### src/rtl/mc_fsm_controller.sv
// Multicycle MIPS control FSM: FETCH/DECODE/EXE/MEM/WB/JUMP sequencing with a
// memory ready handshake, programmable memory timeout, trap state and a
// retired-instruction counter.
module mc_fsm_controller #(
    parameter int unsigned MEM_TIMEOUT = 16,
    parameter int unsigned CNT_W       = 32,
    parameter int unsigned TRAP_RESUME = 0
) (
    input  logic             clk,
    input  logic             reset,
    input  logic [5:0]       opcode,
    input  logic [5:0]       funct,
    input  logic             zero,
    input  logic             overflow,
    input  logic             mem_ready,
    output logic             pc_wr,
    output logic             ir_wr,
    output logic             reg_wr,
    output logic             mem_wr,
    output logic             mem_rd,
    output logic             alu_src,
    output logic [1:0]       reg_dst,
    output logic [1:0]       mem2reg,
    output logic             bac_op,
    output logic [1:0]       npc_sel,
    output logic [1:0]       ext_op,
    output logic [2:0]       alu_op,
    output logic [2:0]       state,
    output logic             trap,
    output logic [1:0]       trap_cause,
    output logic [CNT_W-1:0] retired
);

    typedef enum logic [2:0] {
        StFetch  = 3'd0,
        StDecode = 3'd1,
        StExe    = 3'd2,
        StMem    = 3'd3,
        StWb     = 3'd4,
        StJump   = 3'd5,
        StTrap   = 3'd6
    } state_e;

    typedef enum logic [4:0] {
        ClsIllegal, ClsAddu, ClsSubu, ClsSlt, ClsJr, ClsNop, ClsOri, ClsLw, ClsSw,
        ClsBeq, ClsLui, ClsJ, ClsAddi, ClsAddiu, ClsJal, ClsLb, ClsSb, ClsBltzal
    } cls_e;

    localparam int unsigned TmoW     = (MEM_TIMEOUT > 1) ? $clog2(MEM_TIMEOUT + 1) : 1;
    localparam int unsigned TmoLastI = (MEM_TIMEOUT == 0) ? 0 : MEM_TIMEOUT - 1;
    localparam logic [TmoW-1:0] TmoLast = TmoLastI[TmoW-1:0];
    localparam bit TmoEn = (MEM_TIMEOUT != 0);

    state_e            state_q, state_d;
    cls_e              cls_q, cls_d, cls_dec;
    logic [TmoW-1:0]   tmo_q, tmo_d;
    logic [1:0]        cause_q, cause_d;
    logic [CNT_W-1:0]  retired_q, retired_d;
    logic              tmo_hit;

    // Waiting cycle that would push the counter to MEM_TIMEOUT; mem_ready wins.
    assign tmo_hit = TmoEn && !mem_ready && (tmo_q == TmoLast);

    // Instruction class decode from the IR fields.
    always_comb begin
        cls_dec = ClsIllegal;
        case (opcode)
            6'h00: begin
                case (funct)
                    6'h21:   cls_dec = ClsAddu;
                    6'h23:   cls_dec = ClsSubu;
                    6'h2A:   cls_dec = ClsSlt;
                    6'h08:   cls_dec = ClsJr;
                    6'h00:   cls_dec = ClsNop;
                    default: cls_dec = ClsIllegal;
                endcase
            end
            6'h0D:   cls_dec = ClsOri;
            6'h23:   cls_dec = ClsLw;
            6'h2B:   cls_dec = ClsSw;
            6'h04:   cls_dec = ClsBeq;
            6'h0F:   cls_dec = ClsLui;
            6'h02:   cls_dec = ClsJ;
            6'h08:   cls_dec = ClsAddi;
            6'h09:   cls_dec = ClsAddiu;
            6'h03:   cls_dec = ClsJal;
            6'h20:   cls_dec = ClsLb;
            6'h28:   cls_dec = ClsSb;
            6'h01:   cls_dec = ClsBltzal;
            default: cls_dec = ClsIllegal;
        endcase
    end

    // State, latched class, timeout counter, trap cause and retire counter.
    always_ff @(posedge clk or posedge reset) begin
        if (reset) begin
            state_q   <= StFetch;
            cls_q     <= ClsIllegal;
            tmo_q     <= '0;
            cause_q   <= 2'b00;
            retired_q <= '0;
        end else begin
            state_q   <= state_d;
            cls_q     <= cls_d;
            tmo_q     <= tmo_d;
            cause_q   <= cause_d;
            retired_q <= retired_d;
        end
    end

    // Next-state, trap cause, timeout and retire bookkeeping.
    always_comb begin
        state_d = state_q;
        cls_d   = cls_q;
        cause_d = cause_q;
        case (state_q)
            StFetch: begin
                if (mem_ready) begin
                    state_d = StDecode;
                end else if (tmo_hit) begin
                    state_d = StTrap;
                    cause_d = 2'b11;
                end
            end
            StDecode: begin
                cls_d = cls_dec;
                case (cls_dec)
                    ClsIllegal: begin
                        state_d = StTrap;
                        cause_d = 2'b01;
                    end
                    ClsJ, ClsJr: state_d = StJump;
                    ClsJal:      state_d = StWb;
                    ClsNop:      state_d = StFetch;
                    default:     state_d = StExe;
                endcase
            end
            StExe: begin
                case (cls_q)
                    ClsAddu, ClsSubu, ClsSlt, ClsOri, ClsLui, ClsAddiu: state_d = StWb;
                    ClsAddi: begin
                        if (overflow) begin
                            state_d = StTrap;
                            cause_d = 2'b10;
                        end else begin
                            state_d = StWb;
                        end
                    end
                    ClsLw, ClsLb, ClsSw, ClsSb: state_d = StMem;
                    ClsBeq:    state_d = zero ? StJump : StFetch;
                    ClsBltzal: state_d = zero ? StFetch : StWb;
                    default:   state_d = StFetch;
                endcase
            end
            StMem: begin
                if (mem_ready) begin
                    state_d = (cls_q == ClsLw || cls_q == ClsLb) ? StWb : StFetch;
                end else if (tmo_hit) begin
                    state_d = StTrap;
                    cause_d = 2'b11;
                end
            end
            StWb:    state_d = (cls_q == ClsJal || cls_q == ClsBltzal) ? StJump : StFetch;
            StJump:  state_d = StFetch;
            StTrap:  state_d = (TRAP_RESUME != 0) ? StFetch : StTrap;
            default: state_d = StFetch;
        endcase

        // Counter only runs while parked in FETCH/MEM; any state change clears it.
        tmo_d = '0;
        if (TmoEn && (state_q == StFetch || state_q == StMem) && state_d == state_q) begin
            tmo_d = tmo_q + 1'b1;
        end

        retired_d = retired_q;
        if (state_d == StFetch && state_q != StFetch && state_q != StTrap) begin
            retired_d = retired_q + CNT_W'(1);
        end
    end

    // Moore decode of datapath controls; all forced low while reset is high.
    always_comb begin
        pc_wr   = 1'b0;
        ir_wr   = 1'b0;
        reg_wr  = 1'b0;
        mem_wr  = 1'b0;
        mem_rd  = 1'b0;
        alu_src = 1'b0;
        reg_dst = 2'b00;
        mem2reg = 2'b00;
        bac_op  = 1'b0;
        npc_sel = 2'b00;
        ext_op  = 2'b00;
        alu_op  = 3'b000;
        if (!reset) begin
            case (state_q)
                StFetch: begin
                    mem_rd = 1'b1;
                    pc_wr  = mem_ready;
                    ir_wr  = mem_ready;
                end
                StExe: begin
                    case (cls_q)
                        ClsSubu, ClsBeq:   alu_op = 3'b001;
                        ClsSlt, ClsBltzal: alu_op = 3'b011;
                        ClsOri: begin
                            alu_src = 1'b1;
                            alu_op  = 3'b010;
                        end
                        ClsLui: begin
                            alu_src = 1'b1;
                            ext_op  = 2'b10;
                            alu_op  = 3'b010;
                        end
                        ClsAddiu, ClsAddi, ClsLw, ClsLb, ClsSw, ClsSb: begin
                            alu_src = 1'b1;
                            ext_op  = 2'b01;
                        end
                        default: alu_op = 3'b000;
                    endcase
                end
                StMem: begin
                    mem_rd = (cls_q == ClsLw || cls_q == ClsLb);
                    mem_wr = (cls_q == ClsSw || cls_q == ClsSb);
                    bac_op = (cls_q == ClsLb || cls_q == ClsSb);
                end
                StWb: begin
                    reg_wr = 1'b1;
                    case (cls_q)
                        ClsAddu, ClsSubu, ClsSlt: reg_dst = 2'b01;
                        ClsLw: mem2reg = 2'b01;
                        ClsLb: begin
                            mem2reg = 2'b01;
                            bac_op  = 1'b1;
                        end
                        ClsJal, ClsBltzal: begin
                            reg_dst = 2'b10;
                            mem2reg = 2'b10;
                        end
                        default: reg_dst = 2'b00;
                    endcase
                end
                StJump: begin
                    pc_wr = 1'b1;
                    case (cls_q)
                        ClsBeq, ClsBltzal: npc_sel = 2'b01;
                        ClsJ, ClsJal:      npc_sel = 2'b10;
                        ClsJr:             npc_sel = 2'b11;
                        default:           npc_sel = 2'b00;
                    endcase
                end
                default: pc_wr = 1'b0;
            endcase
        end
    end

    assign state      = state_q;
    assign trap       = (state_q == StTrap) && !reset;
    assign trap_cause = cause_q;
    assign retired    = retired_q;

endmodule

### config.mk
export PLATFORM = sky130hd
export DESIGN_NAME = mc_fsm_controller
export DESIGN_NICKNAME = d
export VERILOG_FILES = /design/src/rtl/mc_fsm_controller.sv
export SDC_FILE = /design/constraint.sdc
export NUM_CORES = 1
export LEC_CHECK = 0
export CORE_AREA = 2 2 92 112
export DETAILED_ROUTE_END_ITERATION = 6
export DIE_AREA = 0 0 94 114
export MAX_ROUTING_LAYER = met4
export PLACE_DENSITY_LB_ADDON = 0.05
export SETUP_SLACK_MARGIN = 0.2
export SYNTH_ARGS = -nofsm -noshare
export SYNTH_HDL_FRONTEND = slang
export SYNTH_SLANG_ARGS = --single-unit
### constraint.sdc
create_clock -name clk -period 3.57 [get_ports clk]
set_clock_uncertainty 0.15 [all_clocks]
set_input_delay 1.071 -clock clk [delete_from_list [all_inputs] [get_ports clk]]
set_output_delay 1.071 -clock clk [all_outputs]
set_load 0.005 [all_outputs]
==> results_dict.tcl, run 1 <==
# flow metrics
set metrics [dict create \
    drv_slew 0 \
    vdd_drop_max_mv 0.3581 \
    num-nonclk-inverters 17 \
    drt-met1-wl_mm 4.272 \
    cts_tree "yes" \
    cp_num_cells 13 \
    mi_logic_area_mm2 0.002557 \
    whs_endpoint "tmo_q[0]" \
    relSlewSlack_pct 28.58 \
    grtUsageMet1_pct 22.17 \
    bufAreaShareNonClock_pct 26.72 \
    path_buffers 5 \
    synth.distinct_cells 66 \
    viasPerCell 5.247 \
    finalHoldViolCount 0 \
    grt_max_degree 48 \
    mux_area_share_pct 1.362 \
    ctsResizeCount 131 \
    die_w_um 94 \
    antenna_cells 1 \
    syn_area_mm2 0.003308 \
    clock_latency_ns 0.29 \
    fin_util_pct 57.47 \
    finalClockPeriodUsage_pct 98.72 \
    pin_count 73 \
    cts.clk_slew.worst_paths_ns 0.07 \
    rsz0062_at_grt "true" \
    clockBufferDepth 2 \
    hold_start "tmo_q[0]" \
    fin_cells 647 \
    ys_sh_simple_pct 32.00 \
    place_ws_ns -0.6548 \
    yosys-stat-cells 379 \
    cellPowerDensity_mw_per_mm2 632.1 \
    slowest_delay_ns 0.47 \
    n_all_buffers 155 \
    die_area_mm2 0.01072 \
    powerClk_uw 495 \
    worst_pin_slew_ns 1.069 \
    antenna_found_initial 1 \
    dp_cells 606 \
    rr_startpoint "tmo_q[1]" \
    cts_buffers 5 \
    cellLeakagePower_uw 0.002643 \
    cp_slowest_cell "a2111o_2" \
    synth.area.top_cells "dfrtp_1, xor2_1, nor2_1, nor3_1, xnor2_1" \
    status "finished clean" \
    floorplan.nets 399 \
    max_freq_mhz 283.8 \
    endpoint_kind "flop" \
    holdPathStages 1 \
    p_comb_share_pct 64.4 \
    setup_tns_ns 0 \
    ys_ff 47 \
    ant_nets 0 \
    postLayoutSetupSlackWorst_ns 0.04586 \
    fin_area_mm2 0.005609 \
    tool_warnings 29 \
    min_period_ns 3.524 \
    seqPwrFrac_pct 21.6 \
    finalSetupViolations 0 \
    p_sw_uw 1416 \
    postCtsHoldBufs 0 \
    ff2ff_path_depth 15 \
    hpwl_mm 6.983 \
    critPathLaunchType "primary input" \
    synth.logic.top_family "simple AND/OR/NAND/NOR gates" \
    design.seq.count 47 \
    grt_pass1_vias 3453 \
    synth_dominant_cell_count "dfrtp_1" \
    pwr-share-clk_pct 14.0 \
    synth_cells 379 \
    rows 40 \
    timing.hold.ws_ns 0.3092 \
    cp_max_fo 9 \
    switching_share_pct 39.95 \
    yosysTopAreaCellShare_pct 35.55 \
    top_area_cell "dfrtp_1" \
    clockRootBuffer "clkbuf_16" \
    fp.coreArea_mm2 0.009759 \
    ys_warn_count 0 \
    regToRegEndpoint "retired[5]" \
    placement.cell_area_mm2 0.004511 \
    internal_power_uw 2129 \
    nNetsFinal 539 \
    wl_met2_mm 5.758 \
    drive_gt1_share_pct 37.31 \
    cp-endpoint "retired[5]" \
    flop_cell "dfrtp_1" \
    grt_first_pass_wirelength_mm 16.67 \
    drtIter0Drc 107 \
    crit_start "opcode[0]" \
    cts_sinks 47 \
    top_layer "met4" \
    async_flop_share_pct 100.0 \
    cp_cell_sequence "buf_6 > or3_4 > buf_6 > a21oi_4 > o31a_1 > o31a_1 > o311ai_4 > a2111o_2 > buf_12 > buf_6 > buf_16 > nand2b_4 > xnor2_1" \
    nClkBuffers 6 \
    path_class "primary input to flop" \
    p_total_uw 3545 \
    route.detailed.drc 0 \
    cpMostUsedCell "buf_6" \
]
[run 1: cell usage in the layout, fill, tap and decap left out, types with 4 or more instances in the layout]
master,count
dfrtp_1,47
buf_16,4
nand3_1,16
buf_6,16
nand2_1,27
inv_1,14
o21ai_0,6
xor2_1,27
clkdlybuf4s50_1,40
nor2_4,9
a21oi_1,8
and3_1,10
buf_12,7
nor3_4,10
buf_4,61
xnor2_2,4
nand4_1,4
nor3_2,6
xnor2_1,10
nor3_1,9
clkbuf_16,5
nor2_1,31
nor4_4,12
nand2b_1,10
clkbuf_2,6
nor2b_1,6
dlygate4sd2_1,16
**Run 1: signal metal coverage by tile**

Bar = 20 um. The die is cut into 19 by 23 equal tiles; dark blue is low, red is high, scaled to the fullest tile. Values are wire area over tile area, all layers added.
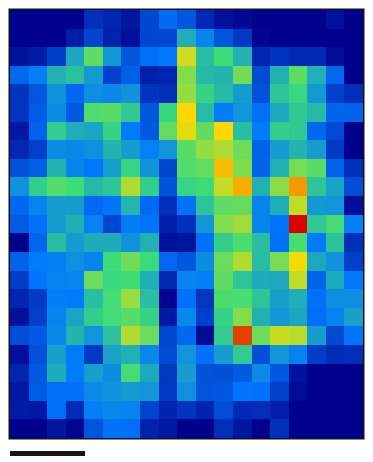
fullest tile = 0.56
nearly empty tiles = 11%
tiles over half the peak = 15%
DR WL/cell: 16.52 um
GRT Total Usage: 20.00%
via count: 3,395
Total Wirelength: 10.69 mm

**Run 1: congestion heat map**

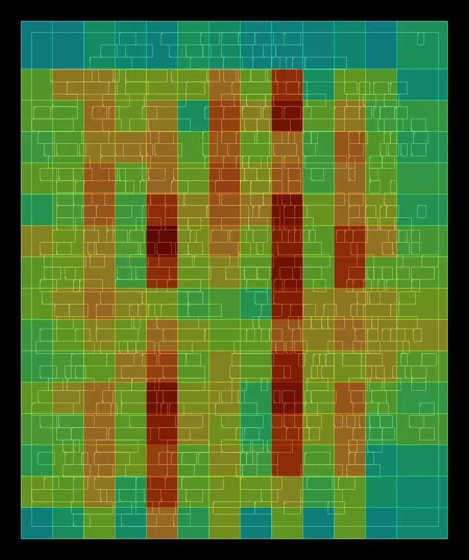
met2 Usage GRT: 35.81%
busiest grt layer: met2

**Run 1: signal wires by layer**

Bar = 20 um.
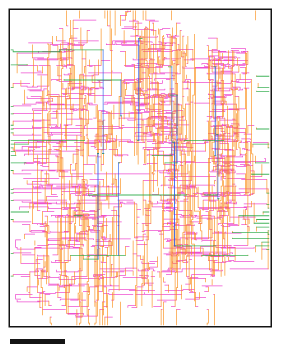
blue -> met4  # wire length 307 um
green -> met3  # wire length 348 um
magenta -> met1  # wire length 4,270 um
orange -> met2  # wire length 5,760 um

**Run 1: where the registers sit**

Bar = 20 um.
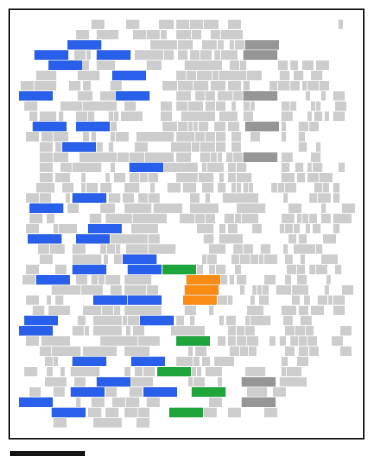

--- run 2 (diff from run 1) ---
Settings changed: CORE_AREA 2 2 92 112 to 4 4 103 105, DIE_AREA 0 0 94 114 to 0 0 107 109, MAX_ROUTING_LAYER met4 to default.
**Run 2: where the registers sit**

Bar = 20 um.
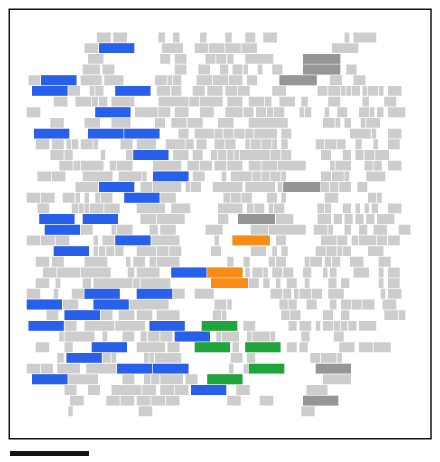
blue -> retired  # placed flops 32
green -> tmo_q  # placed flops 5, where bottom middle
orange -> state  # placed flops 3
Flop area: 0.001185 mm2
flop share of the area: 21.79%

**Run 2: congestion heat map**

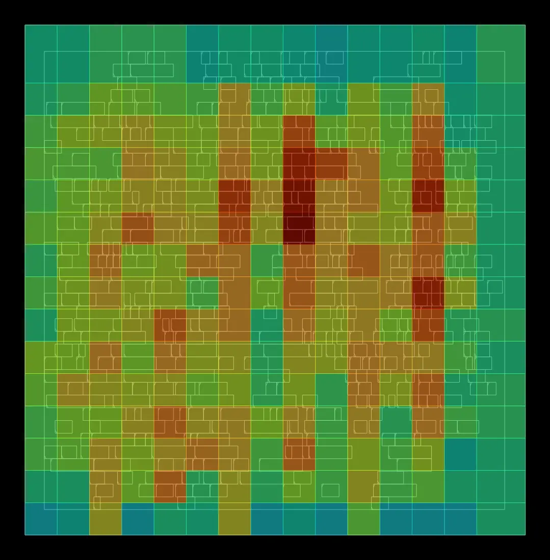
met3 Track Usage GR: 2.368%
DR WL/cell: 16.04 um
GRT Total Usage: 17.97%
final core utilization: 56.43%

==> results_dict.tcl, run 2 <==
# flow metrics
set metrics [dict create \
    ff2ff_path_depth 15 \
    ys_area_mm2 0.003308 \
    drt-met1-wl_mm 4.455 \
    finalHoldViolCount 0 \
    fillers 878 \
    wl_met2_mm 5.357 \
    relSlewSlack_pct 32.55 \
    powerClk_uw 339 \
    n_all_buffers 148 \
    cts_tree "yes" \
    synth_dominant_cell_count "dfrtp_1" \
    cellPowerDensity_mw_per_mm2 607.5 \
    synth.distinct_cells 66 \
    antenna_cells 0 \
    bufAreaShareNonClock_pct 26.71 \
    slowest_delay_ns 0.32 \
    drive_gt1_share_pct 36.06 \
    comb_share_pct 45.66 \
    cp_cell_sequence "buf_8 > buf_6 > nand2b_1 > and3_4 > o31a_1 > o31a_1 > buf_4 > buf_6 > nor4_4 > buf_4 > a211oi_1 > a311oi_1 > buf_4 > mux2_2" \
    critPathRequiredTime_ns 3.61 \
    status "complete, but fails checks" \
    p_comb_share_pct 66.1 \
    crit_start "opcode[5]" \
    pwr-share-clk_pct 10.2 \
    clockBufferDepth 2 \
    taps 133 \
    tool_warnings 29 \
    postLayoutSetupSlackWorst_ns -0.05198 \
    path_delay_family "AND-OR/OR-AND gates" \
    grtUsageMet1_pct 23.20 \
    worstPathArrival_ns 3.67 \
    antenna_found_initial 0 \
    hold_start "tmo_q[0]" \
    worst_pin_slew_ns 1.009 \
    firstDrtPassIters 4 \
    place_ws_ns -0.6929 \
    regToRegEndpoint "retired[30]" \
    fin_area_mm2 0.005439 \
    critPathLaunchType "primary input" \
    clock_latency_ns 0.31 \
    rr_startpoint "tmo_q[0]" \
    dp_cells 610 \
    whs_endpoint "tmo_q[0]" \
    vdd_drop_max_mv 0.3241 \
    cp_slowest_cell "mux2_2" \
    min_period_ns 3.622 \
    grt-ovfl-total 0 \
    logic_gate_count 293 \
    placement.cell_area_mm2 0.004497 \
    path_buffers 6 \
    ys_ff 47 \
    max_freq_mhz 276.1 \
    fin_cells 646 \
    rows 36 \
    drv_slew 0 \
    pin_count 73 \
    cp_max_fo 3 \
    yosys-top-cells-count "dfrtp_1, nor2_1, nand2_1" \
    p_sw_uw 1375 \
    cts.clk_slew.worst_paths_ns 0.09 \
    route.detailed.drc 0 \
    top_area_cell "dfrtp_1" \
    largest_register_ffs 32 \
    cpMostUsedCell "buf_4" \
    finalSetupViolations 10 \
    area_growth_pct 64.41 \
    clock_cell_area_share_pct 1.610 \
    edf_count 0 \
    async_flop_share_pct 100.0 \
    die_area_mm2 0.01166 \
    synth.area.top_cells "dfrtp_1, xor2_1, nor2_1, nor3_1, xnor2_1" \
    grt.busiest_layer "met2" \
    finalClockPeriodUsage_pct 101.5 \
    yosysTopAreaCellShare_pct 35.55 \
    routed_wl_mm 10.36 \
    cp-endpoint "trap_cause[0]" \
    maxCapViolCount 0 \
    num_vias 3388 \
    grt_max_degree 48 \
    synth_cells 379 \
    path_class "primary input to flop" \
    nNetsFinal 532 \
    seqPwrFrac_pct 23.7 \
    cp_num_cells 14 \
    holdPathStages 1 \
    syn_area_mm2 0.003308 \
    yosys-stat-cells 379 \
    io_buffers 71 \
    setup_tns_ns -0.2049 \
    nClkBuffers 5 \
    final_layout_top_logic_cells "buf_4, clkdlybuf4s50_1, dfrtp_1, nor2_1, xor2_1" \
    switching_share_pct 41.62 \
    fp.coreArea_mm2 0.009639 \
    viasPerCell 5.245 \
    synth_area_per_cell_um2 8.729 \
    grt_pass1_vias 3425 \
    drtIter0Drc 92 \
    initial_core_util_pct 34.32 \
    mi_logic_area_mm2 0.002484 \
    gp_congestion 0.8676 \
    die_w_um 107 \
    top_layer "met4" \
    ys_warn_count 0 \
    endpoint_kind "flop" \
    violations "setup timing" \
    ys_seq_share_pct 35.55 \
    grt.met2_usage_pct 31.70 \
    internal_power_uw 1929 \
    pg_comb_uw 2180 \
    design.seq.count 47 \
    cts_sinks 47 \
    hpwl_mm 7.043 \
    timing.hold.ws_ns 0.3148 \
    p_total_uw 3304 \
    p_seq_uw 783 \
    flop_cell "dfrtp_1" \
    rsz0062_at_grt "true" \
    mostFrequentLayoutCell "buf_4" \
    largest_class "multi-input combinational cells" \
    cellLeakagePower_uw 0.002565 \
    cts_buffers 5 \
    clockRootBuffer "clkbuf_8" \
    die_h_um 109 \
    maxPowerGroup "combinational cells" \
    floorplan.nets 399 \
    h-tree-depth 2 \
    postCtsHoldBufs 0 \
    num-nonclk-inverters 17 \
    grt_first_pass_wirelength_mm 17.18 \
    hp-class "flop to flop" \
    ant_nets 0 \
    reg2reg_slack_ns 0.21 \
    routed-wl-met3_um 388 \
]
run 2: netlist changes by cell type in the layout (fill, tap and decap cells not counted), moves of 3 or more:
cell / delta
dfrtp_1: -7
clkbuf_8: +4
buf_2: +3
dfrtp_2: +7
clkbuf_2: -5
buf_4: -8
clkbuf_16: -5
clkdlybuf4s50_1: +6
dlygate4sd2_1: -5
dlymetal6s2s_1: +3
run 2: what timing repair did:
action,in CTS,in global routing
gates resized,146,40
setup endpoints to repair,57,43
cloned,2,0
pin swaps,58,18
buffers inserted,19,7
run 2: cells by family after synthesis:
logic type,count (synthesis),share of synthesized area [%]
simple gates,188,32.00
compound gates,56,13.35
flops,47,35.55
xor+xnor,41,11.08
buf+inv,39,5.408
mux,4,1.361
fa+ha+maj,3,1.135
other cells,1,0.1134
Power is estimated from default activity; no workload was simulated.
